$ cat src/rtl/boot_sequencer.sv
// boot_sequencer: holds the mini-MIPS core in reset while a program image,
// streamed as valid/ready words, is written into instruction and data
// memory through the core's load ports. It then releases reset and counts
// execution cycles against an optional budget.
//
// Image format: a header word {N_I[15:0], N_D[15:0]} followed by N_I
// instruction words and then N_D data words. Each region is written from
// word address 0 upward.
module boot_sequencer #(
    parameter int          RESET_HOLD  = 2,
    parameter logic [31:0] CYCLE_LIMIT = 32'd0
) (
    input  logic        clk,
    input  logic        rst,
    input  logic        start,
    input  logic        s_valid,
    input  logic [31:0] s_data,
    output logic        s_ready,
    output logic        cpu_rst,
    output logic [31:0] inst_data_out,
    output logic [31:0] inst_write_addr,
    output logic [31:0] mem_data_out,
    output logic [31:0] mem_write_addr,
    output logic        inst_we,
    output logic        mem_we,
    output logic        busy,
    output logic        running,
    output logic        done,
    output logic [31:0] run_count
);

    // A hold of zero cycles would let the core out of reset while the last
    // write strobe is still in flight, so it is treated as one.
    localparam int          HOLD_N    = (RESET_HOLD < 1) ? 1 : RESET_HOLD;
    localparam logic [31:0] HOLD_LAST = 32'(HOLD_N - 1);

    typedef enum logic [2:0] {
        S_IDLE   = 3'd0,
        S_HEADER = 3'd1,
        S_LOAD_I = 3'd2,
        S_LOAD_D = 3'd3,
        S_HOLD   = 3'd4,
        S_RUN    = 3'd5
    } state_t;

    state_t      state_q, state_d;
    logic [15:0] ni_q, ni_d;          // instruction word count from header
    logic [15:0] nd_q, nd_d;          // data word count from header
    logic [15:0] k_q, k_d;            // word index within current region
    logic [31:0] hold_q, hold_d;      // cycles spent in HOLD so far
    logic [31:0] inst_data_q, inst_data_d;
    logic [31:0] inst_addr_q, inst_addr_d;
    logic [31:0] mem_data_q, mem_data_d;
    logic [31:0] mem_addr_q, mem_addr_d;
    logic        inst_we_q, inst_we_d;
    logic        mem_we_q, mem_we_d;
    logic [31:0] run_q, run_d;
    logic        done_q, done_d;

    logic        ready_w;
    logic        accept;

    // Handshake and status flags are pure decodes of the state register.
    assign ready_w = (state_q == S_HEADER) || (state_q == S_LOAD_I) ||
                     (state_q == S_LOAD_D);
    assign accept  = s_valid && ready_w;

    assign s_ready         = ready_w;
    assign cpu_rst         = (state_q != S_RUN);
    assign busy            = ready_w || (state_q == S_HOLD);
    assign running         = (state_q == S_RUN);
    assign done            = done_q;
    assign run_count       = run_q;
    assign inst_data_out   = inst_data_q;
    assign inst_write_addr = inst_addr_q;
    assign mem_data_out    = mem_data_q;
    assign mem_write_addr  = mem_addr_q;
    assign inst_we         = inst_we_q;
    assign mem_we          = mem_we_q;

    // Next-state and datapath decode; write strobes default low so each
    // accepted word produces exactly one strobe cycle.
    always_comb begin
        state_d     = state_q;
        ni_d        = ni_q;
        nd_d        = nd_q;
        k_d         = k_q;
        hold_d      = '0;
        inst_data_d = inst_data_q;
        inst_addr_d = inst_addr_q;
        mem_data_d  = mem_data_q;
        mem_addr_d  = mem_addr_q;
        inst_we_d   = 1'b0;
        mem_we_d    = 1'b0;
        run_d       = run_q;
        done_d      = done_q;

        case (state_q)
            S_IDLE: begin
                if (start) begin
                    state_d = S_HEADER;
                    run_d   = '0;
                    done_d  = 1'b0;
                end
            end

            S_HEADER: begin
                if (accept) begin
                    ni_d = s_data[31:16];
                    nd_d = s_data[15:0];
                    k_d  = '0;
                    if (s_data[31:16] != 16'd0)
                        state_d = S_LOAD_I;
                    else if (s_data[15:0] != 16'd0)
                        state_d = S_LOAD_D;
                    else
                        state_d = S_HOLD;
                end
            end

            S_LOAD_I: begin
                if (accept) begin
                    inst_data_d = s_data;
                    inst_addr_d = {16'd0, k_q};
                    inst_we_d   = 1'b1;
                    if (k_q == ni_q - 16'd1) begin
                        k_d     = '0;
                        state_d = (nd_q != 16'd0) ? S_LOAD_D : S_HOLD;
                    end else begin
                        k_d = k_q + 16'd1;
                    end
                end
            end

            S_LOAD_D: begin
                if (accept) begin
                    mem_data_d = s_data;
                    mem_addr_d = {16'd0, k_q};
                    mem_we_d   = 1'b1;
                    if (k_q == nd_q - 16'd1) begin
                        k_d     = '0;
                        state_d = S_HOLD;
                    end else begin
                        k_d = k_q + 16'd1;
                    end
                end
            end

            S_HOLD: begin
                if (hold_q == HOLD_LAST)
                    state_d = S_RUN;
                else
                    hold_d = hold_q + 32'd1;
            end

            S_RUN: begin
                if (start) begin
                    // Reload: the core goes back into reset next cycle.
                    state_d = S_HEADER;
                    run_d   = '0;
                    done_d  = 1'b0;
                end else if (CYCLE_LIMIT == 32'd0) begin
                    run_d = run_q + 32'd1;
                end else if (run_q != CYCLE_LIMIT) begin
                    // Budget counting saturates at the limit; the core
                    // itself keeps running.
                    run_d  = run_q + 32'd1;
                    done_d = ((run_q + 32'd1) == CYCLE_LIMIT);
                end
            end

            default: state_d = S_IDLE;
        endcase
    end

    // FSM state register.
    always_ff @(posedge clk) begin
        if (rst) state_q <= S_IDLE;
        else     state_q <= state_d;
    end

    // Datapath registers: counters, load-port outputs and run accounting.
    always_ff @(posedge clk) begin
        if (rst) begin
            ni_q        <= '0;
            nd_q        <= '0;
            k_q         <= '0;
            hold_q      <= '0;
            inst_data_q <= '0;
            inst_addr_q <= '0;
            mem_data_q  <= '0;
            mem_addr_q  <= '0;
            inst_we_q   <= 1'b0;
            mem_we_q    <= 1'b0;
            run_q       <= '0;
            done_q      <= 1'b0;
        end else begin
            ni_q        <= ni_d;
            nd_q        <= nd_d;
            k_q         <= k_d;
            hold_q      <= hold_d;
            inst_data_q <= inst_data_d;
            inst_addr_q <= inst_addr_d;
            mem_data_q  <= mem_data_d;
            mem_addr_q  <= mem_addr_d;
            inst_we_q   <= inst_we_d;
            mem_we_q    <= mem_we_d;
            run_q       <= run_d;
            done_q      <= done_d;
        end
    end

endmodule
$ cat config.mk
export PLATFORM = sky130hd
export DESIGN_NAME = boot_sequencer
export DESIGN_NICKNAME = d
export VERILOG_FILES = /design/src/rtl/boot_sequencer.sv
export SDC_FILE = /design/constraint.sdc
export NUM_CORES = 1
export LEC_CHECK = 0
export ABC_AREA = 1
export CAP_MARGIN = 20
export CORE_ASPECT_RATIO = 0.75
export CORE_UTILIZATION = 45
export DETAILED_ROUTE_END_ITERATION = 10
export PLACE_DENSITY = 0.8
export SLEW_MARGIN = 20
export SYNTH_ARGS = -nofsm -noshare
export SYNTH_HDL_FRONTEND = slang
export SYNTH_SLANG_ARGS = --single-unit
$ cat constraint.sdc
create_clock -name clk -period 5.4 [get_ports clk]
set_clock_uncertainty 0.05 [all_clocks]
set_input_delay 1.08 -clock clk [delete_from_list [all_inputs] [get_ports clk]]
set_output_delay 1.08 -clock clk [all_outputs]
set_load 0.01 [all_outputs]
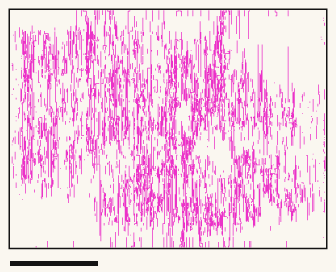
*Signal wires on met2, run 1*
Bar = 50 um.
- longest straight run: 57.3 um
- nets with wire on the layer: 1,364
- share of all routed wire: 41%
- wire length on this layer: 12,300 um
- main direction: vertical

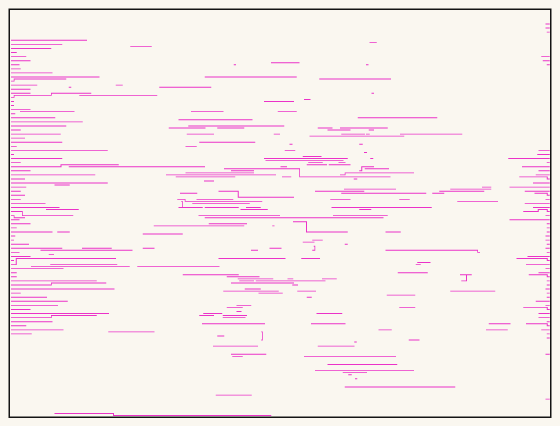
*The metal 3 layer, run 1*
- main direction: horizontal
- longest straight run: 59.3 um
- wire length on this layer: 3,060 um
- share of all routed wire: 10%
- nets with wire on the layer: 243

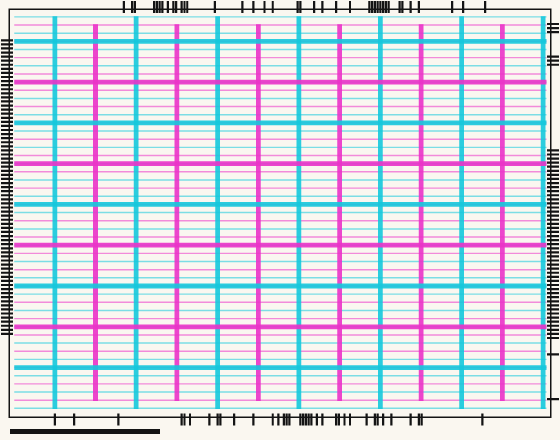
*Floorplan with the power grid, run 1*
Bar = 50 um. Pins as bars on the die edge.
- VDD: magenta
- VSS: cyan
- met1 rails: 49
- signal pins: 203
- met4 straps: 13
- rows: 48
- met5 straps: 9
DIE WIDTH: 180 um
highest ir drop seen on vdd: 0.245 mV
height of the chip: 136 um
total core area: 23,200 sq um

-- run 1: report_power, final --
| group | switching, mW | internal (mW) | total (mW) |
|---|---|---|---|
| logic | 1.06 | 0.652 | 1.71 |
| clock network | 0.635 | 0.964 | 1.60 |
| registers | 0.141 | 1.73 | 1.87 |
-- run 1: cells in the mapped netlist, drive strengths merged (3+ instances only) --
| cell type | n |
|---|---|
| nand3 | 129 |
| o21bai | 5 |
| clkbuf | 51 |
| nand4 | 24 |
| nand2 | 300 |
| nor4 | 17 |
| xor2 | 35 |
| ha | 6 |
| nor3b | 4 |
| nand3b | 4 |
| dfxtp | 213 |
| xnor2 | 16 |
| a211oi | 5 |
| nor2 | 147 |
| buf | 54 |
| nor3 | 30 |
| inv | 174 |
| a221oi | 7 |
| or2 | 3 |
| a31oi | 5 |
| o21ai | 115 |
| o211ai | 3 |
| a21oi | 163 |
-- run 1: metrics by stage --
| step | setup slack (ns) | instance area (sq um) |
|---|---|---|
| global placement | 2.20 | 12400 |
| finish | 2.25 | 13200 |
| floorplan | 3.30 | 10800 |
| detailed placement | 2.17 | 12400 |
| global route | 2.17 | 13200 |
| CTS | 2.23 | 13200 |
-- run 1: path summary, 6_finish.rpt --
check                     start                 end  slack, ns  cells after the start
max                  state_q[0]                busy       2.25                      5
min          mem_write_addr[13]  mem_write_addr[13]       0.42                      2
max reg2reg          state_q[0]              k_q[0]       2.79                      7
min reg2reg  mem_write_addr[13]  mem_write_addr[13]       0.42                      2
-- run 1: critical path: cells and delay by family, from the launching register on --
family,cells,cell delay (ns)
DFF,1,0.38
and+or+nand+nor,3,0.43
buffers and inverters,2,0.70
-- run 1: flip-flops by register name, summed over array words and instances (netlist names) --
name	cells
hold_q	32
inst_data_out	32
mem_data_out	32
run_count	32
inst_write_addr	16
k_q	16
mem_write_addr	16
nd_q	16
ni_q	16
state_q	3
inst_we	1
mem_we	1
-- run 1: metal layers --
layer	track usage [%]	vias up	part of all wire (%)
met1	35.2	4806	47
li1	-	5173	-
met4	6.36	0	1.9
met2	36.1	439	41
met5	0	-	0
met3	6.02	44	10
-- run 1: cells by family (layout without fill, tap and decap cells) --
| family | count (synthesis) | after routing |
|---|---|---|
| XOR/XNOR | 51 | 51 |
| other | 1 | 33 |
| AND-OR/OR-AND | 307 | 307 |
| flip-flops | 213 | 213 |
| adder cells (fa/ha/maj) | 6 | 6 |
| AND/OR/NAND/NOR | 660 | 660 |
| buffers and inverters | 280 | 393 |
-- run 1: area by class of cell --
type,count,area (sq um)
Tap cell,300,375
Inverter,175,657
Multi-Input combinational cell,1057,5360
Fill cell,2107,9980
Timing Repair Buffer,179,1780
Sequential cell,213,4260
Clock inverter,11,141
Clock buffer,28,624
==> flow_summary_export.csv, run 1 <==
group,metric,value,unit
clock_tree,cts_htree_levels,1,
drt,detail_route.vias_per_cell,5.33,
clock_tree,worst_skew_pair.late_latency,0.51,ns
hold_path,hold_class,"reg -> reg",
global_route,largest_net_degree_at_the_start_of_global_routing,85,
layout,instances_no_fill,1963,
timing,slew_headroom,35.1,%
placement,port-buffer-count,169,
clock_tree,cts_inserted_buffers,22,
critical_path,timing.critical_path.from_type,"register",
clock_tree,tritoncts,"yes",
pwr,leakagePower,5.16,nW
placement,place.detailed.instances,1922,
yosys,yosys_most_used_dff,"sky130_fd_sc_hd__dfxtp_1",
yosys,synth.largest_area_cell,"sky130_fd_sc_hd__dfxtp_1",
critical_path,path_cells,"nor2_1, nor2_1, inv_1, nand2_1, clkdlybuf4s50_1",
layout,area_delta_synth_final,23.4,%
pwr,power.density,392,nW/um^2
floorplan,chip_area,24400,sq um
yosys,enable_flop_cells,0,
critical_path,start_to_end_type_of_the_worst_setup_path,"reg -> out",
yosys,synthesis.instances,1518,
yosys,synth.top_cells.by_area,"sky130_fd_sc_hd__dfxtp_1 40%, sky130_fd_sc_hd__nand2_1 10%, sky130_fd_sc_hd__a21oi_1 7.6%",
clock_tree,ctsRootBufferMaster,"sky130_fd_sc_hd__clkbuf_16",
floorplan,placementRows,48,
global_route,grt_pass1_vias,9604,
critical_path,crit_path_max_fanout,5,
yosys,number_of_unique_standard_cell_types_used_by_synthesis,48,
yosys,synth.cell_area,10700,sq um
pwr,total_power,5.18,mW
global_route,antenna_violations_before_repair,0,
drt,first_iter_violations,1079,
floorplan,i_o_pin_count,203,
global_route,grt_usage,24.4,%
clock_tree,cts.reportedPaths.clkPinSlew,0.06,ns
yosys,synth.yosys.warnings,0,
drt,detail_route.first_pass.iterations,5,
layout,layout.nets,1690,
yosys,yosysCellCount,1518,
clock_tree,max-clock-path-buffers,3,
critical_path,timing.critical_path.slowest_stage_cell,"sky130_fd_sc_hd__clkdlybuf4s50_1",
clock_tree,post-cts-setup-buffer-count,0,
layout,layout-drive-gt1-share,7.28,%
run,number_of_warnings_the_tools_reported,27,
floorplan,fp_util,46.2,%
timing,final_critical_path_time_including_i_o_delays_and_setup,3.15,ns
critical_path,crit_path_frequent_cell,"sky130_fd_sc_hd__nor2_1",
yosys,post-synth-top-area-fraction,39.8,%
global_route,globalRoute.totalOverflow,0,
critical_path,timing.critical_path.to_type,"output pin",
drt,route.final.wire_length,30100,um
placement,detailed_place_hpwl,21900,um
drt,avgRoutedWirePerCell,15.3,um
outcome,run_status,"finished, final reports clean",
yosys,synthesis.area_per_instance,7.05,sq um
timing,fmax,318,MHz
critical_path,worst_ep_arrival_time,2.02,ns
global_route,grt_first_pass_wirelength,48800,um
timing,setup_viol,0,
layout,final_cell_mix,"292 x sky130_fd_sc_hd__nand2_1, 213 x sky130_fd_sc_hd__dfxtp_1, 167 x sky130_fd_sc_hd__clkdlybuf4s50_1",
run,maxCapViolCount,0,
timing,hold_viol,0,
yosys,mux_share,0,%
yosys,ys_sh_adder,0.701,%
placement,gp_congestion,0.956,
timing,worst_pin_slew,0.970,ns
yosys,yosys.area_share.aoi,15.2,%
yosys,synth_chip_area,10700,sq um
yosys,async_flop_share,0,%
clock_tree,cts_resized,0,
timing,totalNegativeSetupSlack,0,ns
layout,lay_top_count,"sky130_fd_sc_hd__nand2_1",
yosys,synth_sequential_area_ratio,39.8,%
yosys,post_synth_xor_area_fraction,4.17,%
yosys,topCombFamilyByArea,"simple AND/OR/NAND/NOR gates",
yosys,synth_flops,213,
yosys,simple_gate_area_share,28.6,%
layout,antenna_cells_inserted,0,
critical_path,required_time_worst_endpoint,4.27,ns
timing,final-max-slew-violation-count,0,
timing,fin_worst_hold_slack,0.415,ns
drt,postRouteAntennaNets,0,
drt,drc_errors,0,
drt,dr_total_vias,10500,
timing,finalCritPeriodShare,58.2,%
clock_tree,cts_hold_repair.buffers,0,
timing,rsz0062_at_grt,"false",
clock_tree,cts.sinks,213,
layout,postLayoutCoreUtil,57.0,%
critical_path,crit_path_max_incr_delay,0.55,ns
### Routed metal, one color a layer, run 1

Bar = 50 um. Only two layers are drawn.
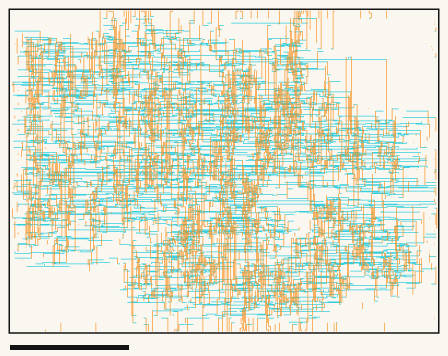

--- run 2 (diff from run 1) ---
- clock period: 5.4 -> 3.1 ns (I/O delays scaled with it)
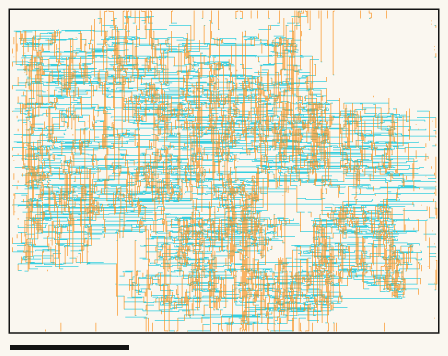
*Routed metal, one color a layer, run 2*
Bar = 50 um. Only two layers are drawn.
- metal 2: orange (wire length 12,500 um)
- metal 1: cyan (wire length 14,700 um)
detailed-route via count: 10,500
routed length per instance: 15.5 um
routed wire length: 30,600 um
GRT Resource Usage Total: 24.3%

==> flow_summary_export.csv, run 2 <==
group,metric,value,unit
yosys,synth_sequential_area_ratio,39.8,%
critical_path,crit_path_frequent_cell,"sky130_fd_sc_hd__nor2_1",
drt,postRouteAntennaNets,0,
clock_tree,cts_htree_levels,1,
clock_tree,cts_resized,0,
yosys,yosysMostFrequentCell,"sky130_fd_sc_hd__nand2_1",
layout,final_cell_mix,"292 x sky130_fd_sc_hd__nand2_1, 213 x sky130_fd_sc_hd__dfxtp_1, 167 x sky130_fd_sc_hd__clkdlybuf4s50_1",
layout,comb_area,5360,sq um
critical_path,timing.critical_path.slowest_stage_cell,"sky130_fd_sc_hd__clkdlybuf4s50_1",
layout,lay_top_count,"sky130_fd_sc_hd__nand2_1",
floorplan,placeableCoreArea,23200,sq um
yosys,synth.largest_area_cell,"sky130_fd_sc_hd__dfxtp_1",
yosys,top_cells_by_count,"292 x sky130_fd_sc_hd__nand2_1, 213 x sky130_fd_sc_hd__dfxtp_1, 166 x sky130_fd_sc_hd__inv_1",
clock_tree,cts_hold_repair.buffers,0,
run,number_of_warnings_the_tools_reported,27,
yosys,mux_share,0,%
yosys,number_of_unique_standard_cell_types_used_by_synthesis,48,
timing,final_critical_path_time_including_i_o_delays_and_setup,2.65,ns
yosys,synthesis.area_per_instance,7.05,sq um
critical_path,path_cells,"nor2_1, nor2_1, inv_1, nand2_1, clkdlybuf4s50_1",
critical_path,critical_path_buf_inv_count,2,
yosys,synth_flops,213,
yosys,yosys.area_share.aoi,15.2,%
yosys,post_synth_xor_area_fraction,4.17,%
floorplan,chip_area,24400,sq um
yosys,topCombFamilyByArea,"simple AND/OR/NAND/NOR gates",
clock_tree,cts.sinks,213,
yosys,enable_flop_cells,0,
yosys,synthesis.instances,1518,
clock_tree,post-cts-setup-buffer-count,0,
critical_path,crit_path_max_fanout,5,
yosys,yosysCellCount,1518,
clock_tree,worst_skew_pair.late_latency,0.51,ns
drt,detail_route.vias_per_cell,5.34,
drt,detail_route.first_pass.iterations,5,
timing,finalCritPeriodShare,85.5,%
floorplan,die_w,180,um
global_route,grt_first_pass_wirelength,48600,um
yosys,async_flop_share,0,%
hold_path,hold_class,"reg -> reg",
yosys,simple_gate_area_share,28.6,%
pwr,ir_worst_vdd,0.442,mV
yosys,post-synth-top-area-fraction,39.8,%
global_route,antenna_violations_before_repair,0,
yosys,synth.cell_area,10700,sq um
clock_tree,ctsRootBufferMaster,"sky130_fd_sc_hd__clkbuf_16",
clock_tree,cts.reportedPaths.clkPinSlew,0.06,ns
timing,hold_viol,0,
layout,area_delta_synth_final,23.8,%
placement,preCtsSetupSlack,0.471,ns
clock_tree,cts_inserted_buffers,23,
timing,rsz0062_at_grt,"false",
clock_tree,max-clock-path-buffers,3,
global_route,grt_pass1_vias,9177,
placement,place.detailed.instances,1928,
critical_path,worst_ep_arrival_time,1.98,ns
floorplan,placementRows,48,
placement,gp_congestion,0.928,
global_route,globalRoute.totalOverflow,0,
critical_path,timing.critical_path.to_type,"output pin",
run,maxCapViolCount,0,
pwr,leakagePower,5.20,nW
layout,layout-drive-gt1-share,7.49,%
layout,layout.nets,1695,
critical_path,crit_path_max_incr_delay,0.49,ns
yosys,yosys_most_used_dff,"sky130_fd_sc_hd__dfxtp_1",
critical_path,cpLargestDelayFamily,"buffers and inverters",
timing,worst_pin_slew,0.951,ns
timing,post-route-worst-setup-slack,0.449,ns
layout,instances_no_fill,1969,
outcome,run_status,"finished, final reports clean",
clock_tree,tritoncts,"yes",
timing,setup_viol,0,
drt,first_iter_violations,974,
layout,antenna_cells_inserted,0,
timing,final-max-slew-violation-count,0,
timing,slew_headroom,36.6,%
critical_path,timing.critical_path.from_type,"register",
yosys,ys_sh_adder,0.701,%
drt,drc_errors,0,
global_route,largest_net_degree_at_the_start_of_global_routing,85,
critical_path,start_to_end_type_of_the_worst_setup_path,"reg -> out",
yosys,synth.top_cells.by_area,"sky130_fd_sc_hd__dfxtp_1 40%, sky130_fd_sc_hd__nand2_1 10%, sky130_fd_sc_hd__a21oi_1 7.6%",
yosys,synth_chip_area,10700,sq um
placement,detailed_place_hpwl,22100,um
pwr,power.density,692,nW/um^2
layout,stdcell_area,13300,sq um
floorplan,die_height,136,um
placement,placed_cell_area,12400,sq um
placement,port-buffer-count,169,
floorplan,i_o_pin_count,203,
floorplan,fp_util,46.2,%
timing,totalNegativeSetupSlack,0,ns
critical_path,required_time_worst_endpoint,2.43,ns
layout,postLayoutCoreUtil,57.2,%
yosys,synth.yosys.warnings,0,
layout,seq_area,4260,sq um
layout,layout.filler_cells,2133,
timing,fmax,377,MHz
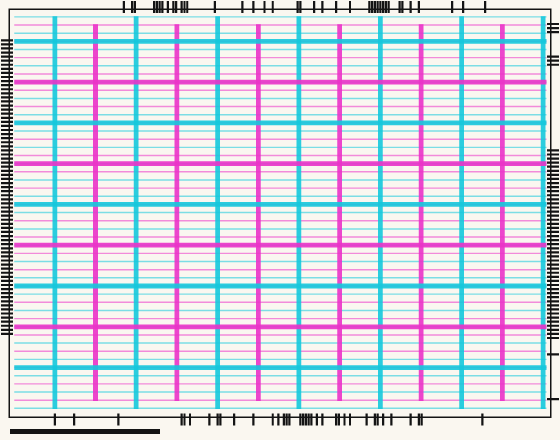
*Floorplan with the power grid, run 2*
Bar = 50 um. Pins as bars on the die edge.
- VSS: cyan
- VDD: magenta
- rows: 48
- signal pins: 203
- met5 straps: 9

==> run 2: final cells by class <==
type	count	share of cell area, %
flip-flops and latches	213	32.2
repair buffers	183	13.5
inverters	175	4.96
well taps	300	2.83
multi-input cells	1057	40.5
clock inverters	9	1.11
clock buffers	32	4.98
==> run 2: kinds of logic after synthesis <==
kind of cell	after synthesis
buf+inv	280
fa+ha+maj	6
compound gates	307
simple gates	660
flops	213
other cells	1
xor+xnor	51
==> run 2: report_power, final <==
group | internal [mW] | switching (mW) | leakage (nW) | total [mW]
Combinational | 1.13 | 1.86 | 3.08 | 3.00
Sequential | 3.01 | 0.240 | 1.72 | 3.25
Clock | 1.81 | 1.12 | 0.396 | 2.93
==> run 2: path summary, 6_finish.rpt <==
path / from / endpoint / slack, ns / cells past startpoint
min: mem_write_addr[0] / mem_write_addr[0] / 0.41 / 2
min reg2reg: mem_write_addr[0] / mem_write_addr[0] / 0.41 / 2
max: state_q[0] / busy / 0.45 / 5
max reg2reg: nd_q[0] / k_q[1] / 0.70 / 15
==> run 2: per-layer routing <==
layer,vias up,part of all wire (%),global-route usage (%)
met4,0,1.9,6.13
met2,452,41,35.5
met5,-,0,0
met3,38,9.1,5.56
met1,4854,48,35.8
li1,5170,-,-
==> run 2: tightest hold or removal path: cells and delay by family, from the launching register on <==
family	cells	cell delay (ns)
DFF	1	0.31
and+or+nand+nor	1	0.06
AOI/OAI and AO/OA	1	0.05
==> run 2: through the flow <==
stage	total power, mW	hold WS [ns]
floorplan	5.36	0.383
global placement	6.18	0.397
detailed placement	6.23	0.404
CTS	9.18	0.411
global route	9.73	0.438
finish	9.17	0.410
### Clock routing, run 2

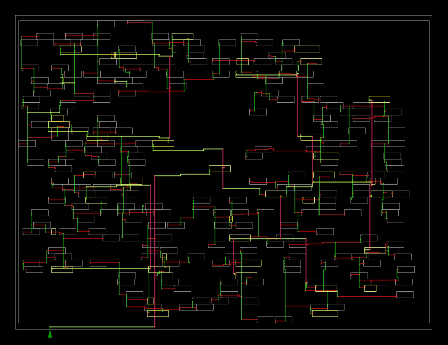

--- run 3 (diff from run 2) ---
--- a/config.mk
+++ b/config.mk
@@ -6,5 +6,5 @@
 export NUM_CORES = 1
 export LEC_CHECK = 0
-export ABC_AREA = 1
+export ABC_AREA = 0
 export CAP_MARGIN = 20
 export CORE_ASPECT_RATIO = 0.75
==> constraint.sdc (replaced) <==
create_clock -name clk -period 3.1 [get_ports clk]
set_clock_uncertainty 0.05 [all_clocks]
set_input_delay 0.93 -clock clk [delete_from_list [all_inputs] [get_ports clk]]
set_output_delay 0.93 -clock clk [all_outputs]
set_load 0.01 [all_outputs]
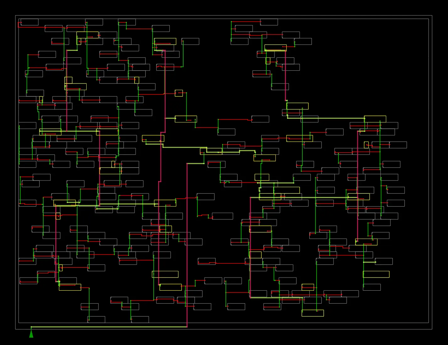
*Clock routing, run 3*
flip-flops: 213
clock latency on the worst-skew pair: 0.52 ns
number of buffers inserted during clock tree synthesis: 22
clkbuf count: 28

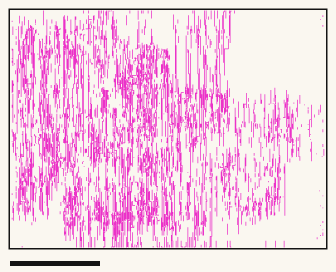
*Signal wires on met2, run 3*
Bar = 50 um.
- wire length on this layer: 12,400 um
- main direction: vertical
- share of all routed wire: 43%
routed wire length: 29,000 um
detailed-route via count: 9,879
met2 usage: 36.1%

==> flow_summary_export.csv, run 3 <==
group,metric,value,unit
yosys,post_synth_xor_area_fraction,6.75,%
global_route,grt_first_pass_wirelength,46000,um
yosys,synth.cell_area,10100,sq um
run,number_of_warnings_the_tools_reported,29,
timing,rsz0062_at_grt,"false",
yosys,synth.largest_area_cell,"sky130_fd_sc_hd__dfxtp_1",
critical_path,timing.critical_path.to_type,"output pin",
yosys,synth.top_cells.by_area,"sky130_fd_sc_hd__dfxtp_1 42%, sky130_fd_sc_hd__nand2_1 13%, sky130_fd_sc_hd__a21oi_1 7.7%",
timing,fmax,332,MHz
global_route,grt_usage,24.2,%
placement,port-buffer-count,169,
timing,slew_headroom,31.6,%
yosys,simple_gate_area_share,28.8,%
critical_path,worst_ep_arrival_time,2.03,ns
clock_tree,cts_hold_repair.buffers,0,
yosys,async_flop_share,0,%
drt,postRouteAntennaNets,0,
yosys,topCombFamilyByArea,"simple AND/OR/NAND/NOR gates",
yosys,yosys.area_share.aoi,14.7,%
clock_tree,cts.reportedPaths.clkPinSlew,0.06,ns
layout,layout.nets,1532,
yosys,yosysCellCount,1342,
yosys,top_cells_by_count,"347 x sky130_fd_sc_hd__nand2_1, 213 x sky130_fd_sc_hd__dfxtp_1, 156 x sky130_fd_sc_hd__a21oi_1",
outcome,run_status,"finished, final reports clean",
timing,totalNegativeSetupSlack,0,ns
layout,antenna_cells_inserted,0,
layout,postLayoutCoreUtil,58.4,%
pwr,p_switching,2.36,mW
pwr,power.clock.fraction,37.2,%
clock_tree,cts.sinks,213,
pwr,ir_worst_vdd,0.495,mV
timing,setup_viol,0,
pwr,p_comb_share,23.7,%
global_route,antenna_violations_before_repair,0,
yosys,synthesis.area_per_instance,7.55,sq um
floorplan,die_w,175,um
global_route,largest_net_degree_at_the_start_of_global_routing,126,
clock_tree,tritoncts,"yes",
timing,worst_pin_slew,1.02,ns
drt,first_iter_violations,900,
clock_tree,ctsRootBufferMaster,"sky130_fd_sc_hd__clkbuf_16",
pwr,power_frac_seq,39.1,%
timing,post-route-worst-setup-slack,0.0867,ns
yosys,yosysMostFrequentCell,"sky130_fd_sc_hd__nand2_1",
yosys,number_of_unique_standard_cell_types_used_by_synthesis,68,
drt,drc_errors,0,
yosys,synth_chip_area,10100,sq um
layout,area_delta_synth_final,27.1,%
layout,layout-drive-gt1-share,6.71,%
yosys,ys_sh_adder,0.740,%
critical_path,timing.critical_path.from_type,"register",
drt,detail_route.vias_per_cell,5.49,
floorplan,i_o_pin_count,203,
floorplan,fp_util,46.0,%
timing,hold_viol,0,
drt,avgRoutedWirePerCell,16.1,um
floorplan,die_height,132,um
critical_path,required_time_worst_endpoint,2.12,ns
timing,final_critical_path_time_including_i_o_delays_and_setup,3.01,ns
placement,gp_congestion,0.868,
floorplan,placeableCoreArea,22100,sq um
hold_path,hold_class,"reg -> reg",
critical_path,crit_path_max_fanout,14,
layout,final_cell_mix,"347 x sky130_fd_sc_hd__nand2_1, 212 x sky130_fd_sc_hd__dfxtp_1, 168 x sky130_fd_sc_hd__clkdlybuf4s50_1",
pwr,leakagePower,4.57,nW
drt,detail_route.first_pass.iterations,5,
yosys,enable_flop_cells,0,
placement,preCtsSetupSlack,0.122,ns
pwr,power.density,597,nW/um^2
timing,fin_worst_hold_slack,0.403,ns
layout,lay_top_count,"sky130_fd_sc_hd__nand2_1",
floorplan,placementRows,47,
yosys,synthesis.instances,1342,
yosys,synth_sequential_area_ratio,42.1,%
floorplan,chip_area,23100,sq um
yosys,post-synth-top-area-fraction,42.1,%
pwr,total_power,7.69,mW
timing,final-max-slew-violation-count,0,
yosys,synth_flops,213,
yosys,mux_share,0.0987,%
run,maxCapViolCount,0,
placement,detailed_place_hpwl,20400,um
pwr,internal-power,5.33,mW
pwr,sw_frac_of_total,30.6,%
clock_tree,cts_htree_levels,1,
global_route,globalRoute.totalOverflow,0,
yosys,yosys_most_used_dff,"sky130_fd_sc_hd__dfxtp_1",
clock_tree,max-clock-path-buffers,3,
global_route,grt_pass1_vias,8901,
yosys,synth.yosys.warnings,0,
timing,finalCritPeriodShare,97.2,%
critical_path,start_to_end_type_of_the_worst_setup_path,"reg -> out",
## run 3: stage by stage
step | area (sq um) | instances
5_1_grt | 12900 | 1800
6_report | 12900 | 1800
4_1_cts | 12900 | 1798
3_5_place_dp | 12100 | 1758
3_3_place_gp | 12100 | 1758
2_1_floorplan | 10300 | 1374
## run 3: final timing paths
| path | startpoint | endpoint | slack, ns | cells past startpoint |
|---|---|---|---|---|
| max | state_q[2] | running | 0.09 | 3 |
| min | mem_write_addr[6] | mem_write_addr[6] | 0.40 | 2 |
| max reg2reg | nd_q[0] | k_q[1] | 0.15 | 8 |
| min reg2reg | mem_write_addr[6] | mem_write_addr[6] | 0.40 | 2 |
## run 3: worst max-delay path, stage by stage (launching register included)
cell and delay (ns):
sky130_fd_sc_hd__dfxtp_1 0.62, sky130_fd_sc_hd__nand2_1 0.19, sky130_fd_sc_hd__inv_1 0.15, sky130_fd_sc_hd__clkdlybuf4s50_1 0.55
## run 3: cell type report
cell class	instances	area, sq um
clock buffers	28	603
clock inverters	12	179
fillers	1999	9170
inverters	21	82.6
multi-input cells	1019	5340
flip-flops and latches	213	4270
well taps	294	368
repair buffers	213	2040
## run 3: cells by family (layout without fill, tap and decap cells)
family	after synthesis	count (layout)
XOR/XNOR	75	75
flip-flops	213	213
adder cells (fa/ha/maj)	6	6
AND/OR/NAND/NOR	650	650
other	1	33
buffers and inverters	142	274
AND-OR/OR-AND	254	254
multiplexers	1	1
## run 3: power groups by stage
stage	Sequential (mW)	Clock (mW)	Combinational (mW)
floorplan	3.01	0	1.27
global placement	3.05	0	1.72
detailed placement	3.05	0	1.76
CTS	2.99	2.89	1.78
global route	3.02	3.00	1.99
finish	3.01	2.86	1.82
## run 3: what timing repair did
| item | in CTS | in global routing |
|---|---|---|
| setup buffers | 0 | 2 |
| setup endpoints to repair | 1 | 5 |
| gates resized | 1 | 3 |
## run 3: layer usage
metal  vias up  global-route usage [%]  wire length (um)  part of all wire [%]
met2       424                    36.1             12400                    43
met3        53                    6.81              2830                   9.8
li1       4786                       -                 -                     -
met4         0                    6.76               697                   2.4
met5         -                       0                 0                     0
met1      4616                    34.0             13100                    45
Power figures rest on the tool's default switching activity, not on a simulated workload.
